<file path="src/rtl/ifetch_pkg.sv">
// Shared types for the instruction fetch stage.
package ifetch_pkg;
   localparam logic [31:0] NOP_INSTR = 32'h0000_0013;

   typedef enum logic [1:0] {S_BOOT, S_RUN, S_FLUSH} fetch_state_t;

   typedef struct packed {
      logic [31:0] pc;
      logic [31:0] instr;
   } fetch_entry_t;
endpackage

</file>
<file path="src/rtl/ifetch_fifo.sv">
// Sync FIFO of fetch entries; head visible the cycle after push.
// No overflow guard: the writer only pushes into slots it reserved earlier. Flush wins over push and pop.
module ifetch_fifo
   import ifetch_pkg::*;
#(
   parameter int DEPTH = 2
) (
   input  logic                         clk,
   input  logic                         reset,
   input  logic                         push_vld,
   input  fetch_entry_t                 push_dat,
   input  logic                         pop_vld,
   input  logic                         flush,
   output fetch_entry_t                 head_dat,
   output logic [$clog2(DEPTH+1)-1:0]   count
);
   localparam int AW = (DEPTH > 1) ? $clog2(DEPTH) : 1;

   fetch_entry_t  mem [DEPTH];
   logic [AW-1:0] rd_ptr;
   logic [AW-1:0] wr_ptr;
   logic          do_push;
   logic          do_pop;

   function automatic logic [AW-1:0] ptr_inc(input logic [AW-1:0] p);
      return (p == AW'(DEPTH - 1)) ? '0 : p + 1'b1;
   endfunction

   assign do_push  = push_vld && !flush;
   assign do_pop   = pop_vld && !flush && (count != '0);
   assign head_dat = mem[rd_ptr];

   always_ff @(posedge clk) begin
      if (do_push) mem[wr_ptr] <= push_dat;
   end

   always_ff @(posedge clk or posedge reset) begin
      if (reset) begin
         rd_ptr <= '0;
         wr_ptr <= '0;
         count  <= '0;
      end else if (flush) begin
         rd_ptr <= '0;
         wr_ptr <= '0;
         count  <= '0;
      end else begin
         if (do_push) wr_ptr <= ptr_inc(wr_ptr);
         if (do_pop)  rd_ptr <= ptr_inc(rd_ptr);
         if (do_push && !do_pop)      count <= count + 1'b1;
         else if (do_pop && !do_push) count <= count - 1'b1;
      end
   end
endmodule

</file>
<file path="src/rtl/ifetch_unit.sv">
// Fetch stage: owns fetch PC, issues in-order imem requests, drops stale words after redirect; rsp->instr_valid 1 cycle.
// Requests throttled so every response has a buffer slot; stall holds the head. `IFETCH_MISALIGN_CHK_EN adds fetch_misalign.
module ifetch_unit
   import ifetch_pkg::*;
#(
   parameter logic [31:0] RESET_PC   = 32'h0000_0000,
   parameter int          FIFO_DEPTH = 2
) (
   input  logic        clk,
   input  logic        reset,
   output logic        imem_req_valid,
   input  logic        imem_req_ready,
   output logic [31:0] imem_req_addr,
   input  logic        imem_rsp_valid,
   input  logic [31:0] imem_rsp_data,
   input  logic        redirect_valid,
   input  logic [31:0] redirect_pc,
   input  logic        stall,
   output logic        instr_valid,
   output logic [31:0] instruction,
   output logic [31:0] instr_pc
`ifdef IFETCH_MISALIGN_CHK_EN
   ,
   output logic        fetch_misalign
`endif
);
   localparam int CW = $clog2(FIFO_DEPTH + 1);

   fetch_state_t  state;
   logic [31:0]   fetch_pc;
   logic [31:0]   rsp_pc;
   logic [31:0]   redir_pc;
   logic [CW-1:0] outstanding;
   logic [CW-1:0] outstanding_nxt;
   logic [CW-1:0] drop_cnt;
   logic [CW-1:0] drop_nxt;
   logic [CW-1:0] fifo_count;
   logic          req_fire;
   logic          keep_rsp;
   logic          halt;
   fetch_entry_t  head;

   // Reserving a buffer slot per in-flight request lets responses be accepted unconditionally.
   assign imem_req_valid = (state != S_BOOT) && !halt &&
                           (({1'b0, outstanding} + {1'b0, fifo_count}) < (CW+1)'(FIFO_DEPTH));
   assign imem_req_addr  = fetch_pc;
   assign req_fire       = imem_req_valid && imem_req_ready;
   assign redir_pc       = redirect_pc & 32'hFFFF_FFFC;
   assign keep_rsp       = imem_rsp_valid && !redirect_valid && (drop_cnt == '0);
   assign outstanding_nxt = outstanding + CW'(req_fire) - CW'(imem_rsp_valid);

   always_comb begin
      drop_nxt = drop_cnt;
      if (redirect_valid)                          drop_nxt = outstanding_nxt;
      else if (imem_rsp_valid && drop_cnt != '0)   drop_nxt = drop_cnt - 1'b1;
   end

   always_ff @(posedge clk or posedge reset) begin
      if (reset) begin
         state       <= S_BOOT;
         fetch_pc    <= RESET_PC;
         rsp_pc      <= RESET_PC;
         outstanding <= '0;
         drop_cnt    <= '0;
      end else begin
         outstanding <= outstanding_nxt;
         drop_cnt    <= drop_nxt;
         if (redirect_valid) begin
            fetch_pc <= redir_pc;
            rsp_pc   <= redir_pc;
         end else begin
            if (req_fire) fetch_pc <= fetch_pc + 32'd4;
            if (keep_rsp) rsp_pc   <= rsp_pc + 32'd4;
         end
         case (state)
            S_BOOT:  state <= S_RUN;
            default: state <= (drop_nxt != '0) ? S_FLUSH : S_RUN;
         endcase
      end
   end

`ifdef IFETCH_MISALIGN_CHK_EN
   always_ff @(posedge clk or posedge reset) begin
      if (reset)               fetch_misalign <= 1'b0;
      else if (redirect_valid) fetch_misalign <= (redirect_pc[1:0] != 2'b00);
   end
   assign halt = fetch_misalign;
`else
   assign halt = 1'b0;
`endif

   ifetch_fifo #(.DEPTH(FIFO_DEPTH)) u_fifo (
      .clk      (clk),
      .reset    (reset),
      .push_vld (keep_rsp),
      .push_dat ('{pc: rsp_pc, instr: imem_rsp_data}),
      .pop_vld  (instr_valid && !stall),
      .flush    (redirect_valid),
      .head_dat (head),
      .count    (fifo_count)
   );

   assign instr_valid = (fifo_count != '0);
   assign instruction = instr_valid ? head.instr : NOP_INSTR;
   assign instr_pc    = instr_valid ? head.pc : 32'h0;

   a_outstanding_max: assert property (@(posedge clk) disable iff (reset)
      outstanding <= CW'(FIFO_DEPTH));
endmodule

</file>
<file path="config.mk">
export PLATFORM = sky130hd
export DESIGN_NAME = ifetch_unit
export DESIGN_NICKNAME = d
export VERILOG_FILES = /design/src/rtl/ifetch_pkg.sv /design/src/rtl/ifetch_fifo.sv /design/src/rtl/ifetch_unit.sv
export SDC_FILE = /design/constraint.sdc
export NUM_CORES = 1
export LEC_CHECK = 0
export CAP_MARGIN = 20
export CORE_ASPECT_RATIO = 2
export CORE_UTILIZATION = 55
export DETAILED_ROUTE_END_ITERATION = 16
export HOLD_SLACK_MARGIN = 0.1
export PLACE_DENSITY = 0.84
export SYNTH_ARGS = -nofsm -noshare
export SYNTH_HDL_FRONTEND = slang
export SYNTH_SLANG_ARGS = --single-unit
</file>
<file path="constraint.sdc">
create_clock -name clk -period 9.1 [get_ports clk]
set_input_delay 1.82 -clock clk [delete_from_list [all_inputs] [get_ports clk]]
set_output_delay 1.82 -clock clk [all_outputs]
set_load 0.01 [all_outputs]
</file>
Fig. 1: run 1, register map, names as in the netlist
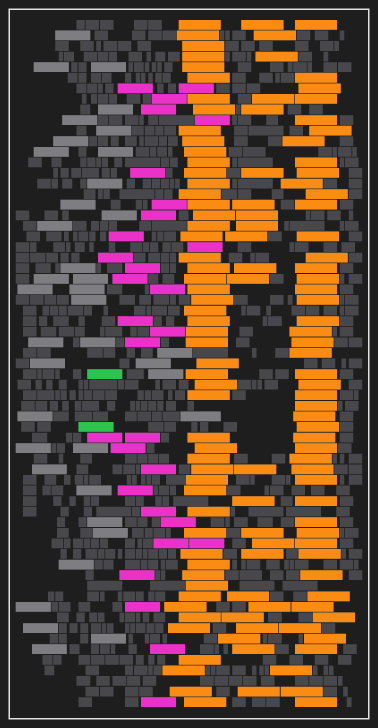
Orange shows `u_fifo.mem`, sequential cells 124. Green shows `outstanding`, sequential cells 2. Magenta shows `rsp_pc`, sequential cells 30, where a column down the middle.

Fig. 2: run 1, selected gate families
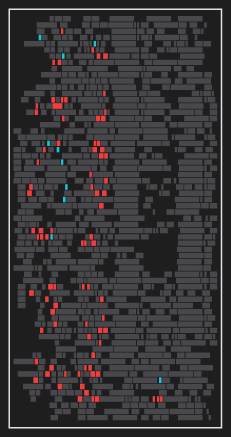
Red shows nand cells, cells 81. Cyan shows inv cells, cells 10.

==> run summary, run 1 <==
flow finished, numbers: Worst EP arrival=2550 ps, CTS Sinks=194, post-CTS sizing=0, fraction of layout cells with a size suffix above 1=7.41%, Area Overhead vs Synth=25.3%, hold_buf cts=0, Mapped Area=8910 um2, cell taking the most area after synthesis=edfxtp_1, largest net degree at the start of global routing=71, Synth Warn #=0, Slew @ Worst Pin=1060 ps, ys cells=725, dominant register cell=edfxtp_1, total wire length=about 20 mm, logic gate share of total power=21.4%, top area contributor share=between 40% and 50%, Initial Util=56.5%, Setup Viol. Count Final=0, Post-synth EDFFs=124, Chip Area, Yosys=8910 um2, CP delay by family, top=flip-flops, status=finished clean, chip area=16700 um2, Req. time, crit path=7280 ps, Synth top cells by count=124 x edfxtp_1, 94 x nor2_1, 70 x dfrtp_1, Max-cap violations=0, initial antenna violation count=0, first-pass GRT wire length=32.4 mm, Tmin final=~4400 ps, CP endpoint kind=primary output, DRT iter0 DRCs=311, Setup TNS Final=0 ps, sw frac=29.4%, Fin Hold WS=between 500 and 600 ps, GRT Util Overall=around 25%, PwrDens=212 nW/um2, skew final=16.4 ps, drt via density=6.09, slowest stage delay, CP=1140 ps, Int Pwr=1.67 mW, DRC=0, Clk pwr share=30.6%, core area=15800 um2, IO Pins=168, post-CTS setup buffer count=0, critical path type=reg -> out, clk root buf=clkbuf_16, Syn Area/Cell=roughly 12 um2, Async S/R FF share, synth=36.1%, first drt pass iteration count=5, RR Endpoint=imem_req_addr[20], ANT cells=0, Latency at later pin=around 430 ps, maximum vdd drop=around 0.00014 V, relative slew slack=29.3%, Reg2Reg Depth=6, wire per inst=18.9 um, number of global-route vias before repair=6655, Hold Path Class=reg -> reg, ys flops=194, port buffer count=about 160, net switching power=0.696 mW, Design Power=roughly 2.4 mW, Final Hold Violation Tally=0, worst path bufs/invs=1, fmax=229 MHz, RSZ-0062 raised after global routing=false, CTS tree=built, clock buffer count from CTS=17, Synth Seq Share=61.5%, start point of the worst hold path=rsp_pc[8], Pleak=approximately 3.8 nW, total grt overflow=0
Fig. 3: run 1, signal wires on met1
Supply wires on this layer in gray.
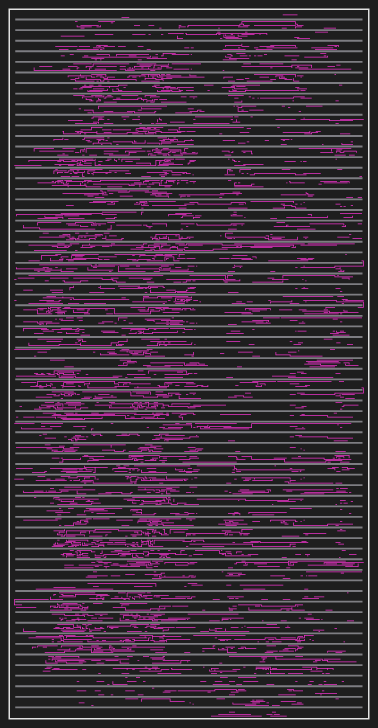
The layer carries 7320 um of wire. The longest straight run is 34.5 um. 822 nets have wire on it.

-- run 1: per-stage QoR --
stage | instance area (um2) | worst slack, ps
3_3_place_gp | 10600 | 5070
4_1_cts | 11200 | 4710
6_report | 11200 | 4730
3_5_place_dp | 10600 | 4980
5_1_grt | 11200 | 4610
2_1_floorplan | 8920 | 1560
-- run 1: cells by family (layout without fill, tap and decap cells) --
| logic type | after synthesis | count (layout) | synth area share, % |
|---|---|---|---|
| adders and majority gates | 6 | 6 | 0.927 |
| DFF | 194 | 194 | 61.5 |
| and+or+nand+nor | 267 | 267 | 15.5 |
| xor gates and xnor gates | 22 | 22 | 2.16 |
| other | 1 | 4 | 0.0421 |
| AOI/OAI and AO/OA | 97 | 97 | 7.46 |
| buffers and inverters | 59 | 208 | 3.34 |
| muxes | 79 | 79 | 9.06 |
-- run 1: placed cells by master, fill, tap and decap left out, drive strengths merged, types with 7 or more instances in the layout --
cell type	netlist	routed
nand2b	7	7
a31oi	19	19
mux2i	66	66
edfxtp	124	124
and4	10	10
a311oi	8	8
a21oi	10	10
nor4	21	21
o21ai	15	15
nor3	14	14
nand3	22	22
a211oi	14	14
inv	9	19
o31ai	16	16
xnor2	15	15
nor2	95	95
nand2	30	30
or4	13	13
clkbuf	31	19
nand4	22	22
mux2	13	13
xor2	7	7
clkdlybuf4s50	0	160
or3	12	12
dfrtp	70	70
-- run 1: routing by layer --
layer | vias up | routed length [um] | share of wire, % | GRT usage, %
met4 | 0 | 1140 | 5.6 | 16.3
met5 | - | 0 | 0 | 0
met2 | 297 | 10900 | 54 | 45.0
met3 | 86 | 1020 | 5.0 | 4.86
met1 | 3175 | 7320 | 36 | 26.7
li1 | 3009 | - | - | -
-- run 1: how the worst max path moves through the flow --
stage | startpoint | to | slack (ps) | depth (start not counted)
finish | u_fifo.rd_ptr | instr_pc[13] | 4730 | 3
CTS | u_fifo.rd_ptr | instr_pc[14] | 4710 | 3
global placement | redirect_valid | state[1] | 5070 | 5
floorplan | redirect_valid | u_fifo.mem[1][0] | 1560 | 4
global route | u_fifo.count[0] | imem_req_valid | 4610 | 5
detailed placement | redirect_valid | state[1] | 4980 | 5
-- run 1: layout make-up --
type	instances	area, um2
Timing Repair Buffer	166	1640
Multi-Input combinational cell	475	3160
Fill cell	1090	4620
Inverter	10	37.5
Sequential cell	194	5480
Clock buffer	19	447
Tap cell	201	251
Clock inverter	13	136
-- run 1: state kept, by name, summed over array words and instances, names as in the netlist --
name	flops
u_fifo.mem	124
state	2
drop_cnt	2
u_fifo.count	2
imem_req_addr	30
u_fifo.rd_ptr	1
rsp_pc	30
u_fifo.wr_ptr	1
outstanding	2
-- run 1: power by group through the flow --
stage	clock network [mW]	logic, mW	registers (mW)
final	0.723	0.505	1.14
after global routing	0.768	0.549	1.15
after CTS	0.734	0.507	1.13
after detailed placement	0	0.502	1.15
after global placement	0	0.484	1.14
after floorplan	0	0.312	1.13
Fig. 4: run 1, the clock network
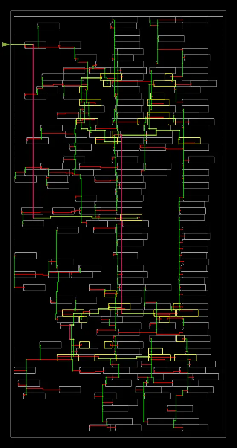

==> inputs of run 2 (changes only) <==
--- a/config.mk
+++ b/config.mk
@@ -7,10 +7,10 @@
 export LEC_CHECK = 0
 export CAP_MARGIN = 20
 export CORE_ASPECT_RATIO = 2
-export CORE_UTILIZATION = 55
+export CORE_UTILIZATION = 52
 export DETAILED_ROUTE_END_ITERATION = 16
 export HOLD_SLACK_MARGIN = 0.1
-export PLACE_DENSITY = 0.84
+export PLACE_DENSITY = 0.8
 export SYNTH_ARGS = -nofsm -noshare
 export SYNTH_HDL_FRONTEND = slang
 export SYNTH_SLANG_ARGS = --single-unit
==> constraint.sdc (replaced) <==
create_clock -name clk -period 4.45 [get_ports clk]
set_input_delay 0.89 -clock clk [delete_from_list [all_inputs] [get_ports clk]]
set_output_delay 0.89 -clock clk [all_outputs]
set_load 0.01 [all_outputs]
Fig. 5: run 2, the clock network
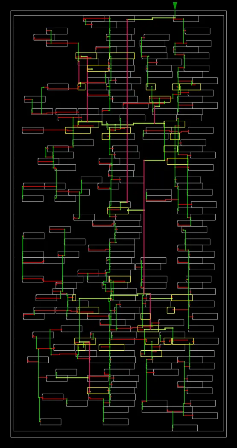
Clock net power: 1.62 mW
Latency at later pin: 440 ps
skew final: 13.3 ps
clkbuf count: 17
Flops: 194

Fig. 6: run 2, register map, names as in the netlist
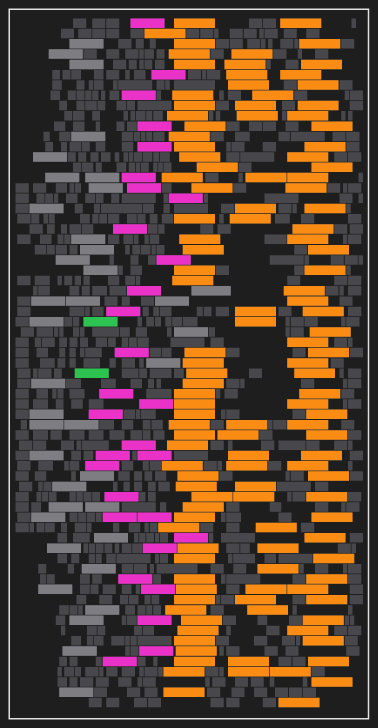
Seq power: 2.30 mW
Seq area share: 48.5%

==> run summary, run 2 <==
flow finished, numbers: Setup Viol. Count Final=0 (unchanged), Area Overhead vs Synth=26.8% (was 25.3%), Pleak=3.86 nW (was 3.79 nW), Slew @ Worst Pin=1020 ps (was 1060 ps), Worst EP arrival=2550 ps (about the same), GRT Util Overall=23.1% (was 25.3%), DRT iter0 DRCs=275 (was 311), maximum vdd drop=0.000342 V (was 0.000139 V), Mapped Area=8910 um2 (unchanged), Hold Path Class=reg -> reg (unchanged), CP endpoint kind=primary output (unchanged), status=finished clean (unchanged), Synth Seq Share=61.5% (unchanged), cell taking the most area after synthesis=edfxtp_1 (unchanged), largest net degree at the start of global routing=63 (was 71), post-CTS setup buffer count=0 (unchanged), Async S/R FF share, synth=36.1% (unchanged), top area contributor share=41.8% (unchanged), relative slew slack=32.0% (was 29.3%), clock buffer count from CTS=17 (unchanged), Fin Hold WS=519 ps (was 522 ps), first drt pass iteration count=5 (unchanged), PwrDens=441 nW/um2 (was 212 nW/um2), RSZ-0062 raised after global routing=false (unchanged), Tmin final=3440 ps, CP delay by family, top=simple AND/OR/NAND/NOR gates (was flip-flops), Chip Area, Yosys=8910 um2 (unchanged), Initial Util=53.1% (was 56.5%), fmax=291 MHz, Syn Area/Cell=12.3 um2 (unchanged), dominant register cell=edfxtp_1 (unchanged), Post-synth EDFFs=124 (unchanged), IO Pins=168 (unchanged), first-pass GRT wire length=31.0 mm (was 32.4 mm), total wire length=19.4 mm (was 20.4 mm), Max-cap violations=0 (unchanged), Setup TNS Final=0 ps (unchanged), placed instance area=10700 um2 (was 10600 um2), ANT cells=0 (unchanged), Synth Warn #=0 (unchanged), Final Cell Area=11300 um2 (was 11200 um2), slowest stage delay, CP=550 ps (was 1140 ps)
Fig. 7: run 2, signal wires on met1
Supply wires on this layer in gray.
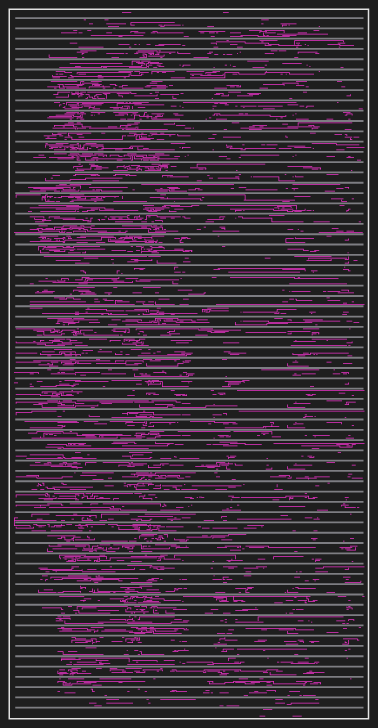
The wires run mostly horizontal. The layer carries 7130 um of wire. The layer holds 37% of the routed length.

[run 2: worst register-to-register path, delay by kind of cell (launching register included)]
family	cells	cell delay (ps)
adder cells (fa/ha/maj)	1	450
AND-OR/OR-AND	1	180
flip-flops	1	460
AND/OR/NAND/NOR	4	1710
[run 2: cell families (layout without fill, tap and decap cells)]
kind of cell | after synthesis | after routing | share of synthesized area (%)
buffers and inverters | 59 | 213 | 3.34
muxes | 79 | 79 | 9.06
adders and majority gates | 6 | 6 | 0.927
DFF | 194 | 194 | 61.5
other | 1 | 4 | 0.0421
and+or+nand+nor | 267 | 267 | 15.5
xor gates and xnor gates | 22 | 22 | 2.16
AOI/OAI and AO/OA | 97 | 97 | 7.46
[run 2: layout make-up]
| type | count | area (um2) | area share, % |
|---|---|---|---|
| clock buffer | 17 | 425 | 3.77 |
| clock inverter | 15 | 213 | 1.88 |
| inverter | 10 | 37.5 | 0.332 |
| multi-input combinational | 475 | 3180 | 28.1 |
| sequential | 194 | 5480 | 48.5 |
| tap | 207 | 259 | 2.29 |
| timing repair buffer | 171 | 1710 | 15.1 |
[run 2: through the flow]
| stage | power [mW] | instances | utilization [%] | setup WS, ps |
|---|---|---|---|---|
| 4_1_cts | 5.02 | 1089 | 67.4 | 998 |
| 3_3_place_gp | 3.36 | 1057 | 63.6 | 1300 |
| 2_1_floorplan | 2.94 | 728 | - | 32.5 |
| 5_1_grt | 5.21 | 1089 | 67.4 | 872 |
| 3_5_place_dp | 3.39 | 1057 | 63.6 | 1280 |
| 6_report | 4.98 | 1089 | 67.4 | 1010 |
[run 2: where the power goes]
group	internal (mW)	switching [mW]
clock network	0.915	0.709
logic	0.524	0.530
registers	2.13	0.173
[run 2: worst paths after layout]
kind,endpoint,startpoint,cells past startpoint
hold reg to reg,u_fifo.mem[0][44],rsp_pc[12],0
setup / recovery,imem_req_valid,u_fifo.count[0],5
setup reg to reg,imem_req_addr[20],u_fifo.count[0],6
max in group asynchronous,rsp_pc[12],reset,3
hold / removal,u_fifo.mem[0][44],rsp_pc[12],0
min in group asynchronous,imem_req_addr[22],reset,2
[run 2: metal layers]
metal / wire [um] / global-route usage, %
met4: 609 / 11.2
met5: 0 / 0
met1: 7130 / 25.9
met3: 909 / 3.21
met2: 10800 / 41.7
Fig. 8: run 2, selected gate families
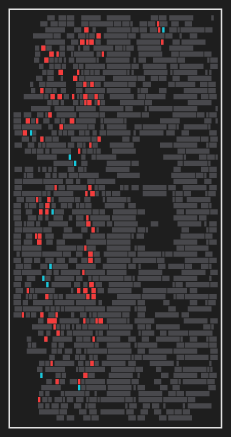

==> inputs of run 3 (changes only) <==
--- a/config.mk
+++ b/config.mk
@@ -7,10 +7,10 @@
 export LEC_CHECK = 0
 export CAP_MARGIN = 20
 export CORE_ASPECT_RATIO = 2
-export CORE_UTILIZATION = 52
+export CORE_UTILIZATION = 47
 export DETAILED_ROUTE_END_ITERATION = 16
 export HOLD_SLACK_MARGIN = 0.1
-export PLACE_DENSITY = 0.8
+export PLACE_DENSITY = 0.76
 export SYNTH_ARGS = -nofsm -noshare
 export SYNTH_HDL_FRONTEND = slang
 export SYNTH_SLANG_ARGS = --single-unit
==> constraint.sdc (replaced) <==
create_clock -name clk -period 2.9 [get_ports clk]
set_input_delay 0.58 -clock clk [delete_from_list [all_inputs] [get_ports clk]]
set_output_delay 0.58 -clock clk [all_outputs]
set_load 0.01 [all_outputs]
Fig. 9: run 3, selected gate families
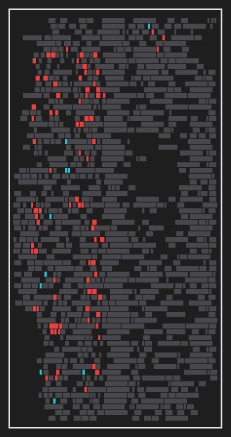
multi-input combinational area share: 27.8%
Finished Layout Cells: 1108
Commonest Layout Cell: clkdlybuf4s50_1

Fig. 10: run 3, PDN straps and rails
Pins as bars on the die edge.
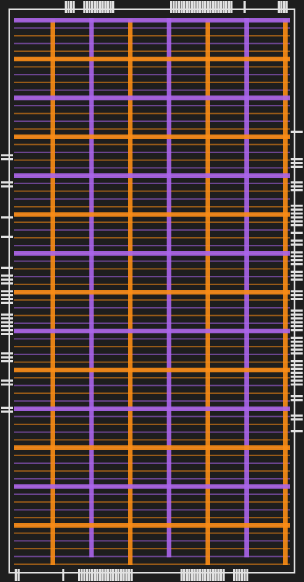
Orange shows VSS. Purple shows VDD.
The core has 70 rows. 14 straps on met5. 71 met1 rails follow the rows. 7 straps on met4.

Fig. 11: run 3, register map, names as in the netlist
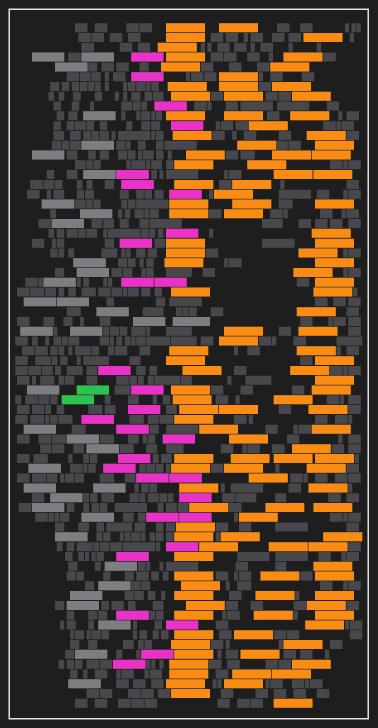
Seq power: 3.53 mW
Final Util: 62.1%
Reg area: 5480 um2

==> run summary, run 3 <==
flow finished, numbers: Slew @ Worst Pin=517 ps (was 1020 ps), Pleak=3.92 nW (was 3.86 nW), PwrDens=664 nW/um2 (was 441 nW/um2), RSZ-0062 raised after global routing=false (unchanged), CTS max path bufs=2 (unchanged), hold_buf cts=0 (unchanged), first-pass GRT wire length=31.9 mm (was 31.0 mm), wire per inst=18.3 um (was 17.8 um), cell taking the most area after synthesis=edfxtp_1 (unchanged), CTS Sinks=194 (unchanged), clock buffer count from CTS=17 (unchanged), maximum vdd drop=0.000389 V (was 0.000342 V), Critical Path Start Type=flip-flop (unchanged), drt via density=5.80 (was 5.84), clk root buf=clkbuf_16 (unchanged), GRT Util Overall=21.1% (was 23.1%), met3 GRT Util=3.05% (was 3.21%), crit path from=u_fifo.rd_ptr (was u_fifo.count[0]), gr busiest metal=met2 (unchanged), skew final=12.0 ps (was 13.3 ps), post-CTS sizing=2 (was 0), placed instance area=10800 um2 (was 10700 um2), Max-cap violations=0 (unchanged), ys flops=194 (unchanged), Die W=99.3 um (was 94.5 um), DRC=0 (unchanged), Area Overhead vs Synth=28.2% (was 26.8%), Hold Path Class=in -> async (was reg -> reg), DRT iter0 DRCs=321 (was 275), fraction of layout cells with a size suffix above 1=9.08% (was 7.82%), Vias=6430 (was 6358), Initial Util=48.4% (was 53.1%), GPL Wtd Cong=0.870 (was 0.905), post-CTS setup buffer count=0 (unchanged), IO Pins=168 (unchanged), Design Power=7.59 mW (was 4.98 mW), Largest register FFs=124 (unchanged), total wire length=20.3 mm (was 19.4 mm), Setup TNS Final=0 ps (unchanged), initial antenna violation count=0 (unchanged), ys cells=725 (unchanged), top cells, area=edfxtp_1 42%, dfrtp_1 20%, mux2i_1 7.4% (unchanged), dominant register cell=edfxtp_1 (unchanged), Syn Area/Cell=12.3 um2 (unchanged), final net count=955 (was 945), total grt overflow=0 (unchanged), relative slew slack=65.5% (was 32.0%), Tmin final=2780 ps, met1 Track Usage GR=22.9% (was 25.9%), crit-path max FO=25 (was 8), port buffer count=161 (unchanged), Async S/R FF share, synth=36.1% (unchanged), largest net degree at the start of global routing=63 (unchanged), number of global-route vias before repair=6315 (was 6079), critical path type=reg -> out (unchanged), Mapped Area=8910 um2 (unchanged), Largest Register=u_fifo.mem (unchanged), cycle use final=95.8%, Setup Viol. Count Final=0 (unchanged), top area contributor share=41.8% (unchanged), CP endpoint kind=primary output (unchanged), core area=18400 um2 (was 16800 um2), met2 usage=38.5% (was 41.7%), Synth top cells by count=124 x edfxtp_1, 94 x nor2_1, 70 x dfrtp_1 (unchanged), Synth cell types=53 (unchanged), ANT cells=0 (unchanged), Req. time, crit path=2320 ps (was 3560 ps), fmax=360 MHz, Post-synth EDFFs=124 (unchanged), Synth Warn #=0 (unchanged), most numerous logic cells after layout=159 x clkdlybuf4s50_1, 124 x edfxtp_1, 93 x nor2_1 (was 160 x clkdlybuf4s50_1, 124 x edfxtp_1, 93 x nor2_1), Final Cell Area=11400 um2 (was 11300 um2), Final Hold Violation Tally=0 (unchanged), Chip Area, Yosys=8910 um2 (unchanged), Synth top cell by count=edfxtp_1 (unchanged), FF-to-FF Start=outstanding[0] (was u_fifo.count[0]), H-tree Lvls=4 (unchanged), Synth Seq Share=61.5% (unchanged), Latency at later pin=430 ps (was 440 ps), Worst EP arrival=2200 ps (was 2550 ps), first drt pass iteration count=5 (unchanged), status=finished clean (unchanged), chip area=19500 um2 (was 17700 um2), CTS tree=built (unchanged)
[run 3: cell counts after synthesis]
No cell type changed its count.
[run 3: critical path, stage by stage (launching register included)]
cell and delay, ps:
dfrtp_4 720, buf_12 260, mux2i_1 210, nor2_1 50, clkdlybuf4s50_1 520
[run 3: where the power goes]
group | leakage [nW] | total [mW] | internal, mW | switching (mW)
registers | 1.94 | 3.53 | 3.26 | 0.267
logic | 1.67 | 1.68 | 0.843 | 0.840
clock network | 0.306 | 2.38 | 1.28 | 1.10
total | 3.92 | 7.59 | 5.38 | 2.21
[run 3: cell type report]
class | instances | area [um2]
well taps | 216 | 270
repair buffers | 181 | 1840
clock buffers | 20 | 489
fillers | 1443 | 6970
inverters | 10 | 37.5
multi-input cells | 475 | 3180
flip-flops and latches | 194 | 5480
clock inverters | 12 | 126
[run 3: final timing paths]
| check | end | slack (ps) | cells past startpoint |
|---|---|---|---|
| min in group clk | u_fifo.mem[1][44] | 530 | 0 |
| hold / removal | imem_req_addr[14] | 470 | 2 |
| setup / recovery | instr_pc[11] | 120 | 4 |
| setup reg to reg | imem_req_addr[16] | 180 | 6 |
| max in group asynchronous | u_fifo.rd_ptr | 1800 | 3 |
| hold reg to reg | u_fifo.mem[1][44] | 530 | 0 |
[run 3: routing by layer]
metal	wire (um)	share of wire, %
met1	7600	37
met3	760	3.7
met5	0	0
met4	855	4.2
met2	11100	55
[run 3: per-stage QoR]
step / cells / setup slack (ps) / hold slack (ps)
after floorplan: 728 / -129 / 440
after global routing: 1108 / 4.61 / 515
final: 1108 / 123 / 472
after global placement: 1076 / 200 / 492
after detailed placement: 1076 / 143 / 510
after CTS: 1108 / 56.3 / 470
[run 3: kinds of logic (layout without fill, tap and decap cells)]
logic type,count (synthesis),after routing,share of synthesized area [%]
xor+xnor,22,22,2.16
simple gates,267,267,15.5
flops,194,194,61.5
fa+ha+maj,6,6,0.927
buf+inv,59,223,3.34
mux,79,79,9.06
other cells,1,4,0.0421
compound gates,97,97,7.46
Power figures rest on the tool's default switching activity, not on a simulated workload.
